[config.mk]
export PLATFORM = sky130hd
export DESIGN_NAME = axi4_lite_master_rtl_flat
export DESIGN_NICKNAME = d
export VERILOG_FILES = /design/src/rtl/axi4_lite_master_rtl_if.sv /design/src/rtl/axi4_lite_master_rtl.sv /design/src/flat_wrapper.sv
export SDC_FILE = /design/constraint.sdc
export NUM_CORES = 1
export LEC_CHECK = 0
export CORE_ASPECT_RATIO = 1.2
export CORE_MARGIN = 5
export CORE_UTILIZATION = 46
export DETAILED_ROUTE_END_ITERATION = 10
export PLACE_DENSITY = 0.89
export SLEW_MARGIN = 25
export SYNTH_ARGS = -nofsm -noshare
export SYNTH_HDL_FRONTEND = slang
export SYNTH_SLANG_ARGS = --single-unit
[constraint.sdc]
create_clock -name clk -period 3.75 [get_ports clk]
set_clock_uncertainty 0.1 [all_clocks]
set_input_delay 0.75 -clock clk [delete_from_list [all_inputs] [get_ports clk]]
set_output_delay 0.75 -clock clk [all_outputs]
set_load 0.02 [all_outputs]
[src/rtl/axi4_lite_master_rtl_if.sv]
// AXI4-Lite bus bundle shared by master and slave ends.
// Direction sets are given from each end's point of view.
interface axi4_lite_if #(
  parameter int DATA_WIDTH    = 32,
  parameter int ADDRESS_WIDTH = 32
);
  logic [ADDRESS_WIDTH-1:0]  awaddr;
  logic                      awvalid;
  logic                      awready;
  logic [DATA_WIDTH-1:0]     wdata;
  logic [DATA_WIDTH/8-1:0]   wstrb;
  logic                      wvalid;
  logic                      wready;
  logic [1:0]                bresp;
  logic                      bvalid;
  logic                      bready;
  logic [ADDRESS_WIDTH-1:0]  araddr;
  logic                      arvalid;
  logic                      arready;
  logic [DATA_WIDTH-1:0]     rdata;
  logic [1:0]                rresp;
  logic                      rvalid;
  logic                      rready;

  modport master (
    output awaddr, awvalid, wdata, wstrb, wvalid, bready, araddr, arvalid, rready,
    input  awready, wready, bresp, bvalid, arready, rdata, rresp, rvalid
  );

  modport slave (
    input  awaddr, awvalid, wdata, wstrb, wvalid, bready, araddr, arvalid, rready,
    output awready, wready, bresp, bvalid, arready, rdata, rresp, rvalid
  );
endinterface

[src/rtl/axi4_lite_master_rtl.sv]
// AXI4-Lite master: runs one command per transaction, returns the captured response,
// and raises a sticky timeout flag when any wait phase lasts TIMEOUT_CYCLES cycles.
module axi4_lite_master_rtl #(
  parameter int DATA_WIDTH     = 32,
  parameter int ADDRESS_WIDTH  = 32,
  parameter int TIMEOUT_CYCLES = 256
) (
  input  logic                     clk,
  input  logic                     rst_n,
  input  logic                     cmd_valid,
  output logic                     cmd_ready,
  input  logic                     cmd_write,
  input  logic [ADDRESS_WIDTH-1:0] cmd_addr,
  input  logic [DATA_WIDTH-1:0]    cmd_wdata,
  input  logic [DATA_WIDTH/8-1:0]  cmd_wstrb,
  output logic                     rsp_valid,
  input  logic                     rsp_ready,
  output logic                     rsp_write,
  output logic [1:0]               rsp_resp,
  output logic [DATA_WIDTH-1:0]    rsp_rdata,
  output logic                     err_timeout,
  axi4_lite_if.master              axi
);
  // state   | meaning
  // IDLE    | waiting for a command     WR_REQ  | aw/w outstanding   WR_RESP | waiting for b
  // RD_REQ  | ar outstanding            RD_DATA | waiting for r      RSP     | response held
  typedef enum logic [2:0] {IDLE, WR_REQ, WR_RESP, RD_REQ, RD_DATA, RSP} state_t;

  localparam int CNT_W = (TIMEOUT_CYCLES > 0) ? $clog2(TIMEOUT_CYCLES + 1) : 1;
  localparam logic [CNT_W-1:0] CNT_MAX = CNT_W'(TIMEOUT_CYCLES);
  localparam logic [CNT_W-1:0] CNT_ONE = CNT_W'(1);

  state_t           state;
  logic             run_en;
  logic             aw_done;
  logic             w_done;
  logic [CNT_W-1:0] tmo_cnt;
  logic             aw_hs;
  logic             w_hs;
  logic             waiting;

  // run_en keeps cmd_ready low while reset is held and for the release cycle
  assign cmd_ready = run_en && (state == IDLE);
  assign aw_hs     = axi.awvalid && axi.awready;
  assign w_hs      = axi.wvalid && axi.wready;
  assign waiting   = (state == WR_REQ) || (state == WR_RESP) ||
                     (state == RD_REQ) || (state == RD_DATA);

  always_ff @(posedge clk or negedge rst_n) begin
    if (!rst_n) begin
      state       <= IDLE;
      run_en      <= 1'b0;
      aw_done     <= 1'b0;
      w_done      <= 1'b0;
      tmo_cnt     <= '0;
      err_timeout <= 1'b0;
      rsp_valid   <= 1'b0;
      rsp_write   <= 1'b0;
      rsp_resp    <= 2'b00;
      rsp_rdata   <= '0;
      axi.awaddr  <= '0;
      axi.awvalid <= 1'b0;
      axi.wdata   <= '0;
      axi.wstrb   <= '0;
      axi.wvalid  <= 1'b0;
      axi.bready  <= 1'b0;
      axi.araddr  <= '0;
      axi.arvalid <= 1'b0;
      axi.rready  <= 1'b0;
    end else begin
      run_en <= 1'b1;
      // transitions and handshakes below override this with a clear
      if (TIMEOUT_CYCLES != 0 && waiting) begin
        if (tmo_cnt != CNT_MAX) tmo_cnt <= tmo_cnt + CNT_ONE;
        if (tmo_cnt == CNT_MAX - CNT_ONE) err_timeout <= 1'b1;
      end
      case (state)
        IDLE: begin
          if (cmd_valid && cmd_ready) begin
            tmo_cnt <= '0;
            aw_done <= 1'b0;
            w_done  <= 1'b0;
            if (cmd_write) begin
              axi.awaddr  <= cmd_addr;
              axi.wdata   <= cmd_wdata;
              axi.wstrb   <= cmd_wstrb;
              axi.awvalid <= 1'b1;
              axi.wvalid  <= 1'b1;
              state       <= WR_REQ;
            end else begin
              axi.araddr  <= cmd_addr;
              axi.arvalid <= 1'b1;
              state       <= RD_REQ;
            end
          end
        end
        WR_REQ: begin
          if (aw_hs) begin
            axi.awvalid <= 1'b0;
            aw_done     <= 1'b1;
            tmo_cnt     <= '0;
          end
          if (w_hs) begin
            axi.wvalid <= 1'b0;
            w_done     <= 1'b1;
            tmo_cnt    <= '0;
          end
          if ((aw_done || aw_hs) && (w_done || w_hs)) begin
            axi.bready <= 1'b1;
            tmo_cnt    <= '0;
            state      <= WR_RESP;
          end
        end
        WR_RESP: begin
          if (axi.bvalid) begin
            axi.bready <= 1'b0;
            rsp_resp   <= axi.bresp;
            rsp_write  <= 1'b1;
            rsp_rdata  <= '0;
            rsp_valid  <= 1'b1;
            tmo_cnt    <= '0;
            state      <= RSP;
          end
        end
        RD_REQ: begin
          if (axi.arready) begin
            axi.arvalid <= 1'b0;
            axi.rready  <= 1'b1;
            tmo_cnt     <= '0;
            state       <= RD_DATA;
          end
        end
        RD_DATA: begin
          if (axi.rvalid) begin
            axi.rready <= 1'b0;
            rsp_resp   <= axi.rresp;
            rsp_rdata  <= axi.rdata;
            rsp_write  <= 1'b0;
            rsp_valid  <= 1'b1;
            tmo_cnt    <= '0;
            state      <= RSP;
          end
        end
        RSP: begin
          if (rsp_ready) begin
            rsp_valid <= 1'b0;
            state     <= IDLE;
          end
        end
        default: state <= IDLE;
      endcase
    end
  end
endmodule

[src/flat_wrapper.sv]
// flat-port wrapper written by rule: the top's interface ports become plain ports
module axi4_lite_master_rtl_flat 
#(
  parameter int DATA_WIDTH     = 32,
  parameter int ADDRESS_WIDTH  = 32,
  parameter int TIMEOUT_CYCLES = 256
)
  (clk, rst_n, cmd_valid, cmd_ready, cmd_write, cmd_addr, cmd_wdata, cmd_wstrb, rsp_valid, rsp_ready, rsp_write, rsp_resp, rsp_rdata, err_timeout, axi_awaddr, axi_awvalid, axi_wdata, axi_wstrb, axi_wvalid, axi_bready, axi_araddr, axi_arvalid, axi_rready, axi_awready, axi_wready, axi_bresp, axi_bvalid, axi_arready, axi_rdata, axi_rresp, axi_rvalid);
  axi4_lite_if #(.DATA_WIDTH(DATA_WIDTH), .ADDRESS_WIDTH(ADDRESS_WIDTH)) axi_i ();
  input  logic clk;
  input  logic rst_n;
  input  logic cmd_valid;
  output logic cmd_ready;
  input  logic cmd_write;
  input  logic [ADDRESS_WIDTH-1:0] cmd_addr;
  input  logic [DATA_WIDTH-1:0] cmd_wdata;
  input  logic [DATA_WIDTH/8-1:0] cmd_wstrb;
  output logic rsp_valid;
  input  logic rsp_ready;
  output logic rsp_write;
  output logic [1:0] rsp_resp;
  output logic [DATA_WIDTH-1:0] rsp_rdata;
  output logic err_timeout;
  output wire logic [$bits(axi_i.awaddr)-1:0] axi_awaddr;
  output wire logic [$bits(axi_i.awvalid)-1:0] axi_awvalid;
  output wire logic [$bits(axi_i.wdata)-1:0] axi_wdata;
  output wire logic [$bits(axi_i.wstrb)-1:0] axi_wstrb;
  output wire logic [$bits(axi_i.wvalid)-1:0] axi_wvalid;
  output wire logic [$bits(axi_i.bready)-1:0] axi_bready;
  output wire logic [$bits(axi_i.araddr)-1:0] axi_araddr;
  output wire logic [$bits(axi_i.arvalid)-1:0] axi_arvalid;
  output wire logic [$bits(axi_i.rready)-1:0] axi_rready;
  input wire logic [$bits(axi_i.awready)-1:0] axi_awready;
  input wire logic [$bits(axi_i.wready)-1:0] axi_wready;
  input wire logic [$bits(axi_i.bresp)-1:0] axi_bresp;
  input wire logic [$bits(axi_i.bvalid)-1:0] axi_bvalid;
  input wire logic [$bits(axi_i.arready)-1:0] axi_arready;
  input wire logic [$bits(axi_i.rdata)-1:0] axi_rdata;
  input wire logic [$bits(axi_i.rresp)-1:0] axi_rresp;
  input wire logic [$bits(axi_i.rvalid)-1:0] axi_rvalid;
  assign axi_awaddr = axi_i.awaddr;
  assign axi_awvalid = axi_i.awvalid;
  assign axi_wdata = axi_i.wdata;
  assign axi_wstrb = axi_i.wstrb;
  assign axi_wvalid = axi_i.wvalid;
  assign axi_bready = axi_i.bready;
  assign axi_araddr = axi_i.araddr;
  assign axi_arvalid = axi_i.arvalid;
  assign axi_rready = axi_i.rready;
  assign axi_i.awready = axi_awready;
  assign axi_i.wready = axi_wready;
  assign axi_i.bresp = axi_bresp;
  assign axi_i.bvalid = axi_bvalid;
  assign axi_i.arready = axi_arready;
  assign axi_i.rdata = axi_rdata;
  assign axi_i.rresp = axi_rresp;
  assign axi_i.rvalid = axi_rvalid;
  axi4_lite_master_rtl #(.DATA_WIDTH(DATA_WIDTH), .ADDRESS_WIDTH(ADDRESS_WIDTH), .TIMEOUT_CYCLES(TIMEOUT_CYCLES)) u_core (.clk(clk), .rst_n(rst_n), .cmd_valid(cmd_valid), .cmd_ready(cmd_ready), .cmd_write(cmd_write), .cmd_addr(cmd_addr), .cmd_wdata(cmd_wdata), .cmd_wstrb(cmd_wstrb), .rsp_valid(rsp_valid), .rsp_ready(rsp_ready), .rsp_write(rsp_write), .rsp_resp(rsp_resp), .rsp_rdata(rsp_rdata), .err_timeout(err_timeout), .axi(axi_i));
endmodule
### Signal wires on met3

Scale: 3 px per um. Cells faint in the background.
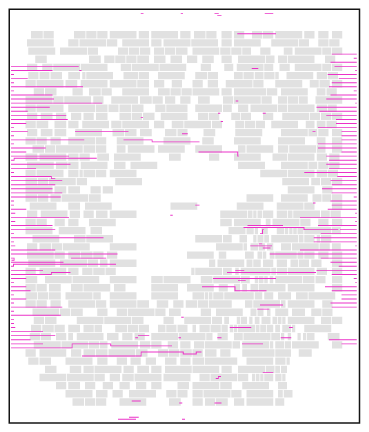
nets with wire on the layer: 166
wire length on this layer: 1,640 um
share of all routed wire: 9.7%
main direction: horizontal
routing usage on met3: 0.08875
total routed wirelength: 17.04 mm
routed vias: 4,550

### Clock routing

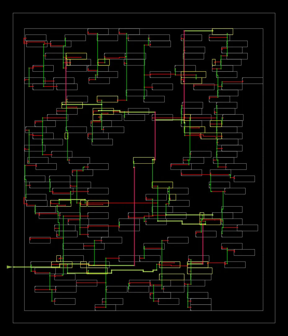
worst skew pair latency: 420 ps
Clock Buffer Count: 22
flop count: 157

==> notes.md <==
Quick summary of the implementation run below.

The global-route total usage across every layer is 0.2194. The power report puts the leakage power at 0.004229 uW. The buffer_ports step reported a buffer count of 256. The worst ir drop on vdd came out at 0.5551 mV. The final cell count without fillers is 864.

The kind of cell with the highest combined delay along the critical path is simple AND/OR/NAND/NOR gates. In the Yosys report the total cell count is 422. The number of fill cells in the layout came out at 852. The post-layout instance area came out at 0.009562 mm^2. The share of cell area taken by muxes after synthesis is 0.1808. The xor and xnor fraction of the mapped netlist area came out at 0.008439. The post-CTS setup-driven buffer insertion count came out at 0. The transition time at the pin with the least slew margin is 651.5 ps. In the log, the iteration count for the first detailed-route pass is 4. The net count of the finished layout is 800. When the netlist entered floorplanning its net count stood at 539. In the setup report, the worst path falls into the class reg -> out. The part of the Yosys area used for sequential elements came out at 0.6309.

TritonCTS built the clock tree. 257 I/O pins were placed. In this run the critical register-to-register path is captured at u_core.axi.wdata[12]. The worst path setup slack after routing came out at 592.1 ps. The flow ran to the end, and the final reports show no timing, DRC or antenna violations.

The hold violation total from the final report came out at 0. Per the timing report, the most critical flop-to-flop path originates at u_core.state[0]. Post-route period utilization is reported as 0.8421. The largest family of logic cells by area is multiplexers. After global routing, the most crowded layer is met2. The met1 track utilization from global routing is 0.2344. The stage delay of the slowest cell on the critical path came out at 620 ps. The repair_antennas step left the layout with diodes totalling 0. The number of enable flip-flop cells came out at 0. The final-report max-slew violation count is 0.

The count of unresolved DRC violations after routing is 0. For reference, the top cells by count after synthesis are sky130_fd_sc_hd__dfrtp_1 (157), sky130_fd_sc_hd__mux2_2 (94), sky130_fd_sc_hd__a22o_1 (34), sky130_fd_sc_hd__buf_2 (15), sky130_fd_sc_hd__nand2_1 (14). The total clock sinks came out at 157.

The yosys synthesis warning count is 0.
### I/O pins on the die edge

Scale: 3 px per um. Pins as bars across the die edge, other pins in grey.
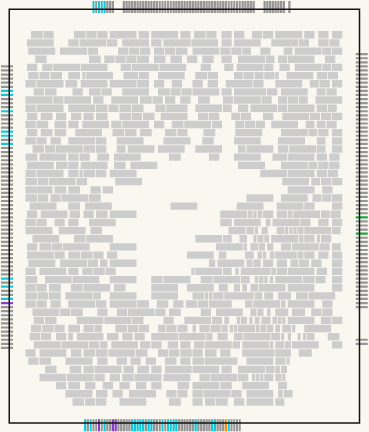
legend:
  purple:
    port: axi_wstrb
    pins: 4
    direction: output
    edge: 3 south, 1 west
  cyan:
    port: cmd_wdata
    pins: 32
    direction: input
    edge: 19 south, 9 west, 4 north
  green:
    port: axi_rresp
    pins: 2
    direction: input
    edge: east
  orange:
    port: axi_awvalid
    pins: 1
    direction: output
    edge: south
Chip Height: 137.5 um
Die X-Extent: 116.2 um

final cells by class:
class,instances,area share
Timing Repair Buffer,262,0.2741
Clock inverter,10,0.01452
Inverter,9,0.003533
Tap cell,168,0.02198
Sequential cell,157,0.4109
Multi-Input combinational cell,236,0.2264
Clock buffer,22,0.04855
cells in the final DEF (no fill, tap or decap), types with 4 or more instances in the layout:
cell	Yosys	final
sky130_fd_sc_hd__clkdlybuf4s50_1	0	255
sky130_fd_sc_hd__dfrtp_1	157	157
sky130_fd_sc_hd__mux2_2	94	94
sky130_fd_sc_hd__a22o_1	34	34
sky130_fd_sc_hd__clkbuf_16	0	17
sky130_fd_sc_hd__nand2_1	14	14
sky130_fd_sc_hd__nor2_1	12	12
sky130_fd_sc_hd__inv_1	9	9
sky130_fd_sc_hd__a21oi_1	8	8
sky130_fd_sc_hd__o21ai_0	7	7
sky130_fd_sc_hd__mux2_1	6	6
sky130_fd_sc_hd__buf_4	0	5
sky130_fd_sc_hd__and2_1	5	4
sky130_fd_sc_hd__o22ai_1	4	4
sky130_fd_sc_hd__xnor2_1	4	4
sky130_fd_sc_hd__a21o_1	4	4
sky130_fd_sc_hd__clkinvlp_4	0	4
worst register-to-register path, stage by stage (launching register included):
cell                      delay [ps]
sky130_fd_sc_hd__dfrtp_1         570
sky130_fd_sc_hd__nor3_4          500
sky130_fd_sc_hd__nand4_4         510
sky130_fd_sc_hd__buf_4           450
sky130_fd_sc_hd__mux2_1          350
power groups by stage:
stage	Combinational (uW)	Sequential [uW]	Clock, uW
after floorplan	957	3820	0
after CTS	3870	2960	1770
final	3820	2960	1730
after global routing	4020	3070	1850
after global placement	3750	2920	0
after detailed placement	3840	2980	0
No activity file was given, so power comes from the tool's default toggle rates.
